==> images/clock_map.png <==
Drawn at 6 px/um.
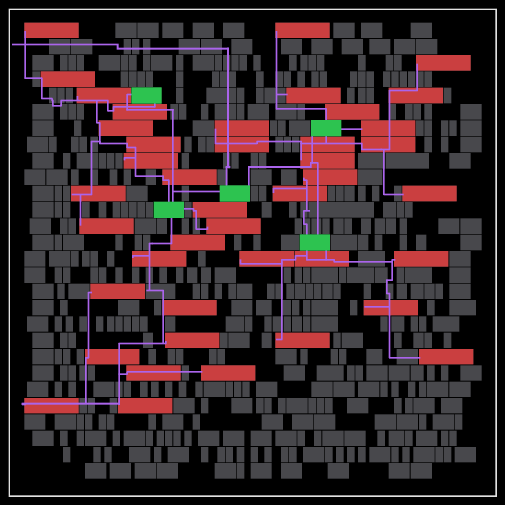
==> images/port_nets.png <==
Drawn at 6 px/um.
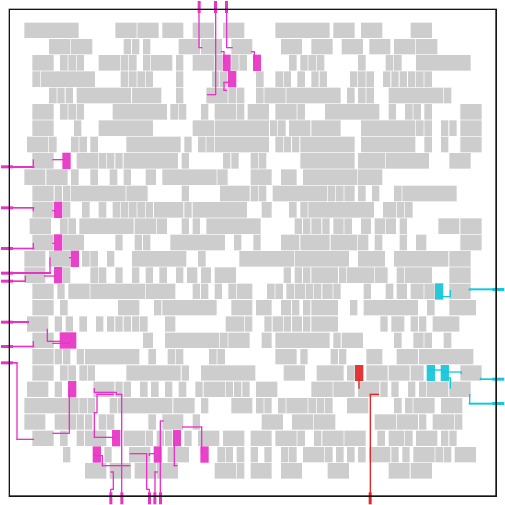
==> images/final_clocks.png <==
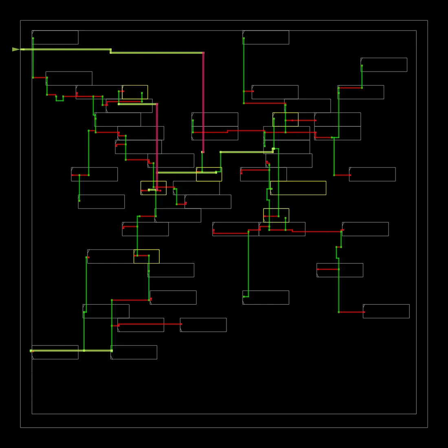
==> images/cell_classes.png <==
Drawn at 3 px/um.
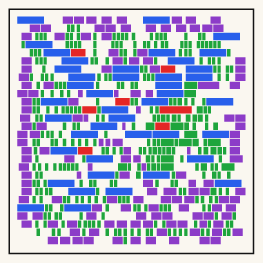
<file path="config.mk">
export PLATFORM = sky130hd
export DESIGN_NAME = mem_arbiter
export DESIGN_NICKNAME = d
export VERILOG_FILES = /design/src/rtl/mem_arbiter_pkg.sv /design/src/rtl/mem_arbiter_arb_pick.sv /design/src/rtl/mem_arbiter.sv
export SDC_FILE = /design/constraint.sdc
export NUM_CORES = 1
export LEC_CHECK = 0
export ABC_AREA = 1
export CORE_MARGIN = 2
export CORE_UTILIZATION = 42
export CTS_CLUSTER_DIAMETER = 30
export CTS_CLUSTER_SIZE = 25
export DETAILED_ROUTE_END_ITERATION = 8
export GPL_TIMING_DRIVEN = 0
export PLACE_DENSITY_LB_ADDON = 0.05
export SETUP_SLACK_MARGIN = 0.1
export SLEW_MARGIN = 20
export SYNTH_ARGS = -nofsm -noshare
export SYNTH_HDL_FRONTEND = slang
export SYNTH_HIERARCHICAL = 1
export SYNTH_SLANG_ARGS = --single-unit
</file>
<file path="constraint.sdc">
create_clock -name clk -period 4.25 [get_ports clk]
set_input_delay 1.275 -clock clk [delete_from_list [all_inputs] [get_ports clk]]
set_output_delay 1.275 -clock clk [all_outputs]
set_load 0.01 [all_outputs]
</file>
<file path="src/rtl/mem_arbiter_pkg.sv">
// Shared types and defaults for the instruction/data memory arbiter.
// Round-robin tie-breaking is enabled by defining MEM_ARB_RR_EN.
package mem_arbiter_pkg;

  typedef enum logic [1:0] {
    IDLE  = 2'd0,
    FILL  = 2'd1,
    WRITE = 2'd2,
    DONE  = 2'd3
  } state_t;

  typedef enum logic {
    OWN_I = 1'b0,
    OWN_D = 1'b1
  } owner_t;

  localparam int BURST_DEF = 8;
  localparam int AW_DEF    = 16;
  localparam int DW        = 16;

endpackage

</file>
<file path="src/rtl/mem_arbiter_arb_pick.sv">
// Tie-breaker between instruction and data requesters.
// MEM_ARB_RR_EN: alternate ties via a pointer register; otherwise D always wins ties.
module arb_pick
  import mem_arbiter_pkg::*;
(
`ifdef MEM_ARB_RR_EN
  input  logic clk,
  input  logic rst,
  input  logic take,
`endif
  input  logic i_req,
  input  logic d_req,
  output logic pick_d
);

`ifdef MEM_ARB_RR_EN
  logic rr_d;  // 1: D wins the next tie

  always_ff @(posedge clk or posedge rst) begin
    if (rst) begin
      rr_d <= 1'b1;
    end else if (take) begin
      rr_d <= ~pick_d;
    end
  end

  assign pick_d = d_req & (~i_req | rr_d);
`else
  assign pick_d = d_req;
`endif

endmodule

</file>
<file path="src/rtl/mem_arbiter.sv">
// Arbitrates one shared memory port between I-side line fills and D-side fills/writes.
// Define MEM_ARB_RR_EN for round-robin ties (default: data side wins ties).
//
//  state | meaning
//  IDLE  | no owner; grant on any request
//  FILL  | issue BURST line reads, forward returns to owner
//  WRITE | single-word data write
//  DONE  | one-cycle completion pulse to owner
module mem_arbiter
  import mem_arbiter_pkg::*;
#(
  parameter int BURST = BURST_DEF,
  parameter int AW    = AW_DEF
) (
  input  logic                     clk,
  input  logic                     rst,
  input  logic                     i_req,
  input  logic [AW-1:0]            i_addr,
  output logic                     i_gnt,
  output logic                     i_vld,
  output logic                     i_done,
  input  logic                     d_req,
  input  logic                     d_wr,
  input  logic [AW-1:0]            d_addr,
  input  logic [DW-1:0]            d_wdata,
  output logic                     d_gnt,
  output logic                     d_vld,
  output logic                     d_done,
  output logic [DW-1:0]            fill_data,
  output logic [$clog2(BURST)-1:0] fill_idx,
  output logic                     mem_en,
  output logic                     mem_wr,
  output logic [AW-1:0]            mem_addr,
  output logic [DW-1:0]            mem_wdata,
  input  logic [DW-1:0]            mem_rdata,
  input  logic                     mem_rvld
);

  localparam int IW = $clog2(BURST);

  state_t          state_q, state_n;
  owner_t          owner_q;
  logic [AW-1:0]   addr_q;
  logic [DW-1:0]   wdata_q;
  logic [IW:0]     issue_cnt;  // MSB set once all BURST reads are issued
  logic [IW-1:0]   recv_cnt;
  logic            pick_d;
  logic            take;

  assign take = (state_q == IDLE) && (i_req || d_req);

  arb_pick u_pick (
`ifdef MEM_ARB_RR_EN
    .clk    (clk),
    .rst    (rst),
    .take   (take),
`endif
    .i_req  (i_req),
    .d_req  (d_req),
    .pick_d (pick_d)
  );

  always_ff @(posedge clk or posedge rst) begin
    if (rst) begin
      state_q   <= IDLE;
      owner_q   <= OWN_I;
      addr_q    <= '0;
      wdata_q   <= '0;
      issue_cnt <= '0;
      recv_cnt  <= '0;
    end else begin
      state_q <= state_n;
      if (take) begin
        owner_q   <= pick_d ? OWN_D : OWN_I;
        addr_q    <= pick_d ? d_addr : i_addr;
        wdata_q   <= d_wdata;
        issue_cnt <= '0;
        recv_cnt  <= '0;
      end else if (state_q == FILL) begin
        if (!issue_cnt[IW]) issue_cnt <= issue_cnt + 1'b1;
        if (mem_rvld)       recv_cnt  <= recv_cnt + 1'b1;
      end
    end
  end

  always_comb begin
    state_n   = state_q;
    i_gnt     = 1'b0;
    d_gnt     = 1'b0;
    i_vld     = 1'b0;
    d_vld     = 1'b0;
    i_done    = 1'b0;
    d_done    = 1'b0;
    fill_data = '0;
    fill_idx  = '0;
    mem_en    = 1'b0;
    mem_wr    = 1'b0;
    mem_addr  = '0;
    mem_wdata = '0;

    if (state_q != IDLE) begin
      i_gnt = (owner_q == OWN_I);
      d_gnt = (owner_q == OWN_D);
    end

    unique case (state_q)
      IDLE: begin
        if (take) state_n = (pick_d && d_wr) ? WRITE : FILL;
      end
      FILL: begin
        if (!issue_cnt[IW]) begin
          mem_en   = 1'b1;
          // reads wrap inside the line; the line base never advances
          mem_addr = {addr_q[AW-1:IW+1], issue_cnt[IW-1:0], 1'b0};
        end
        if (mem_rvld) begin
          fill_data = mem_rdata;
          fill_idx  = recv_cnt;
          i_vld     = (owner_q == OWN_I);
          d_vld     = (owner_q == OWN_D);
          if (&recv_cnt) state_n = DONE;
        end
      end
      WRITE: begin
        mem_en    = 1'b1;
        mem_wr    = 1'b1;
        mem_addr  = addr_q;
        mem_wdata = wdata_q;
        state_n   = DONE;
      end
      DONE: begin
        i_done  = (owner_q == OWN_I);
        d_done  = (owner_q == OWN_D);
        state_n = IDLE;
      end
      default: state_n = IDLE;
    endcase
  end

endmodule

</file>
==> impl.org <==
#+TITLE: Synthesis and PnR summary

** Hold path
- Worst Hold Endpoint :: addr_q[10]
- In this run the worst hold path is classified as register to register.
- The startpoint identified for the worst hold timing path is addr_q[10].
- Cell count of the worst hold path :: 2

** Cells and area
- The clock network takes up under 10% of total cell area after layout.
- Total of plain and repair buffers excluding clock buffers :: roughly 150
- Antenna diode count :: 0
- Relative to the synthesized area, the layout overhead comes to 61.3%.
- Multi-input combinational cells in the finished layout were counted as 263.
- Share of layout cells above drive strength 1 :: 6.15%
- Counting the fill cells in the layout gives 547.
- Multi-input logic portion of the cell area :: 27.9%
- The multi-input combinational cells in the finished layout cover a total of 1120 um^2.
- Non-clock inverters in the final layout number 63.
- Non-filler instance count after layout :: 595
- Largest area class, layout :: non-clock buffers
- After routing the design area is 4010 um^2.
- In the final design database the tool counted 599 nets.
- Cells fill 68.9% of the core in the end.
- In the final layout, non-clock buffers account for a little over a third of the cell area.
- The layout report lists the combined flip-flop and latch area as 1050 um^2.

** Clocking
- In this run, post-CTS hold repair placed 0 buffers.
- Buffers added to address setup during post-CTS repair amount to 0.
- CTS tree :: done
- Post-CTS clock slew at the launch and capture registers of the worst setup and hold paths :: about 0.080 ns
- Looking at the clock tree report, the H-tree level count equals 2.
- Clock Root Buffer :: clkbuf_8
- Bufs on Longest Clock Path :: 2

** Setup path
- Largest fanout of any net on the critical path :: 1
- CP Data Required Time :: 2.97 ns
- Among the stages of the critical path, the cell type that occurs most often is clkdlybuf4s50_1.
- In this run the worst setup path terminates at fill_data[13].
- Cell-by-cell trace of the critical path :: clkdlybuf4s50_1 -> inv_1 -> nor2_1 -> clkdlybuf4s50_1
- STA classifies the critical path startpoint as an input pin.
- Worst Path Class, Setup :: input pin to output pin
- The critical path runs through a total of 4 cells.
- The worst setup path is captured at an output pin.
- Together, buffers and inverters on the worst path number 3.
- Crit Reg-Reg Endpoint :: recv_cnt[1]
- The timing report shows that the slowest cell on the worst path is clkdlybuf4s50_1.
- The number of cells on the worst reg-to-reg path is 6.
- CP top delay family :: buffers and inverters
- The timing report gives the biggest stage delay along the critical path as about 0.54 ns.
- STA lists the startpoint of the worst register-to-register path as state_q[1].
- Launching element of the worst setup path :: mem_rdata[13]
- Worst setup slack for register-to-register paths :: 2.71 ns
- Crit path DAT :: between 2 and 2.5 ns

** Synthesis
- The number of cells reported by Yosys stat comes to 384.
- Cell area after synthesis :: 2480 um^2
- Gate count of the mapped netlist :: 384
- Most common cell in the netlist :: nand2_1
- For this run, the number of Yosys warnings is 6.
- Fraction of synthesis flops using an asynchronous set or reset pin :: 100%
- Register bit count reported by yosys :: 42
- For reference, the post-synthesis area per instance comes to between 6 and 7 um^2.
- Summing the sequential cell areas from Yosys gives 42.3% of the chip area.
- Primary flip-flop cell chosen by synthesis mapping :: dfrtp_1
- The synthesized design contains 0 enable-type register cells.
- Synth top area cells :: dfrtp_1 (42%), nand2_1 (29%), inv_1 (9.1%)
- In the Yosys stats the netlist draws on 18 distinct library cells.
- Most used standard cells in the synthesized netlist :: nand2_1 (189), inv_1 (60), dfrtp_1 (42), nor2_1 (42)
- The share of synthesized area in the top cell type comes to 42.3%.
- At floorplan, the net count of the design was reported as 463.
- In the synthesis report, Yosys lists the chip area as about 2500 um^2.
- Per the synthesis report, the dominant area consumer among library cells is dfrtp_1.

** Floorplanning
- The floorplan step defined a core boundary enclosing 5820 um^2.
- According to the floorplan report, the total die area is around 6500 um^2.
- Per the OpenROAD floorplan log, the height of the die is 80.9 um.
- The share of the core area taken by cells at floorplan is between 40% and 50%.
- Number of tap cells inserted :: 75
- Die boundary width :: 80.9 um

** STA
- Final min period :: 3.71 ns
- Hold Violations, Final :: 0
- Counting pins that exceed their max-slew limit in the final report gives 0.
- Total Neg Setup Slack :: 0 ns
- Worst setup margin :: 0.538 ns
- Worst hold margin :: between 0.4 and 0.5 ns
- The pin closest to its max-slew limit shows a slew of 0.473 ns.
- Setup repair after global routing missed its margin :: no
- Maximum frequency from static timing analysis :: 269 MHz
- Final cycle utilization of the critical path :: 87.3%
- Final setup vio count :: 0
- The worst pin sits at a relative slew slack of 68.5%.

** Route
- Post-DRT Antenna Nets :: 0
- Initial detailed-routing violation count :: 114
- For this run, the detailed router reports a per-instance via density of 4.52.
- Per-cell routed wire length :: 11.5 um
- In the routed design, unresolved DRC markers number 0.
- Iteration tally of the first detailed-router pass :: 5
- Total via count after detailed routing :: 2,692
- Total Routed Length :: 6.85 mm

** Placed design
- The congestion estimate from routability-driven global placement came to 0.841.
- Placed insts :: about 600
- Cell area reported after detailed placement :: 3880 um^2
- Per the post-place timing report, worst setup slack is 0.0470 ns.
- DPL Wire Length :: 5.38 mm

** Job
- The tool warning count for the run is 31.
- Tally of max-capacitance violations :: 0

** Pwr
- The power report puts the net switching power at 0.906 mW.
- Sequential cells account for 31.4% of the total power.
- The internal portion of the total power is 1.33 mW.
- The design draws roughly 2.2 mW.
- Cell Pwr Density :: 558 nW/um^2
- Net switching fraction of the power :: between 40% and 50%
- The script extracted a total leakage power of 2.22 nW.
- Worst IR drop on VDD :: 0.000287 V
- Portion of total power attributed to combinational logic :: 54.1%

** Global route
- The number of antenna violations at the first check in global routing was 0.
- Number of global-route vias before repair :: around 2,400
- Largest net degree at the start of global routing :: 32
- Global routing finished with a remaining overflow of 0.
- All-Layer GR Usage :: 21.8%
- Global-route wire length before repair :: 11.0 mm

** Status
- The run finished with clean final reports.
Back to the opening pictures, clock_map.png:
[green] cells driving clock nets | count: 5
[red] flip-flops | count: 42
[purple] clock wires | length: 538 um
routed clock nets: 6
clock group share of total power: 14.5%
worst setup skew after layout: 0.00240 ns
power consumed by the clock network: 0.323 mW
clock latency of the later-clocked register in the worst-skew pair: 0.29 ns

Back to the opening pictures, port_nets.png:
| color | port | bits | direction | end cells | buffers | wire |
|---|---|---|---|---|---|---|
| cyan | fill_idx | 3 | output | 3 | 3 | 23.2 um |
| magenta | i_addr | 16 | input | 16 | 16 | 195 um |
| red | i_gnt | 1 | output | 1 | 1 | 19.6 um |
count of input and output buffers: 128
number of I/O pins: 129

Back to the opening pictures, final_clocks.png:
CTS Sinks: 42
number of flip-flops and latches: 42
number of buffers added by the clock tree synthesis step: 5
clk_buf instances: 6

Back to the opening pictures, cell_classes.png:
| color | class | cells | share of their area |
|---|---|---|---|
| red | clock drivers and dummy loads | 7 | 2.9% |
| green | all other logic | 326 | 35% |
| purple | other buffers and delay cells | 145 | 36% |
| blue | flip-flops | 42 | 27% |
number of rows created at floorplan: 28
sequential share of cell area: 26.2%

-- cell usage in the layout, fill, tap and decap left out --
cell type        instances
nor2_4                   1
or2_2                    2
o21ai_1                  1
o21ai_2                  2
clkbuf_4                 2
dlymetal6s2s_1           2
nand4_1                  2
clkbuf_8                 6
inv_2                    4
a21oi_1                  6
buf_2                    9
nand3_1                  7
clkdlybuf4s50_1        126
dfrtp_1                 42
nand2_2                  1
buf_4                    3
nor2_1                  42
nand2_1                188
nor3_1                   1
ha_1                     9
o21ai_0                  1
buf_12                   1
inv_1                   59
clkbuf_1                 2
bufinv_16                1
-- worst reg2reg max path: cells and delay by family (launching register included) --
kind | cells | cell delay, ns
adders and majority gates | 1 | 0.33
and+or+nand+nor | 3 | 0.51
DFF | 1 | 0.43
buffers and inverters | 2 | 0.18
-- logic make-up after synthesis --
kind of cell | share of synthesized area (%)
AOI/OAI and AO/OA | 2.32
adders and majority gates | 4.53
buffers and inverters | 12.8
DFF | 42.3
and+or+nand+nor | 38.0
-- power groups by stage --
stage	Clock (mW)	Sequential, mW	Combinational [mW]
after floorplan	0	0.675	0.700
after global placement	0	0.696	1.18
after detailed placement	0	0.706	1.21
after CTS	0.329	0.702	1.22
after global routing	0.345	0.726	1.37
final	0.323	0.702	1.21
-- routing by layer --
metal | up-vias | track usage [%] | share of wire (%)
li1 | 1378 | - | -
met1 | 1231 | 25.7 | 42
met2 | 70 | 38.8 | 51
met3 | 13 | 5.00 | 5.1
met4 | 0 | 7.29 | 1.9
met5 | - | 0 | 0
-- sequential cells by signal, summed over array words and instances, names as in the netlist --
register   count
addr_q        16
state_q        2
wdata_q       16
issue_cnt      4
recv_cnt       3
owner_q        1
-- timing repair --
action,4_1_cts,5_1_grt
endpoints found under the setup margin,14,20
resized,4,3
endpoints found under the hold margin,0,0
pin swaps,0,0
Power is estimated from default activity; no workload was simulated.
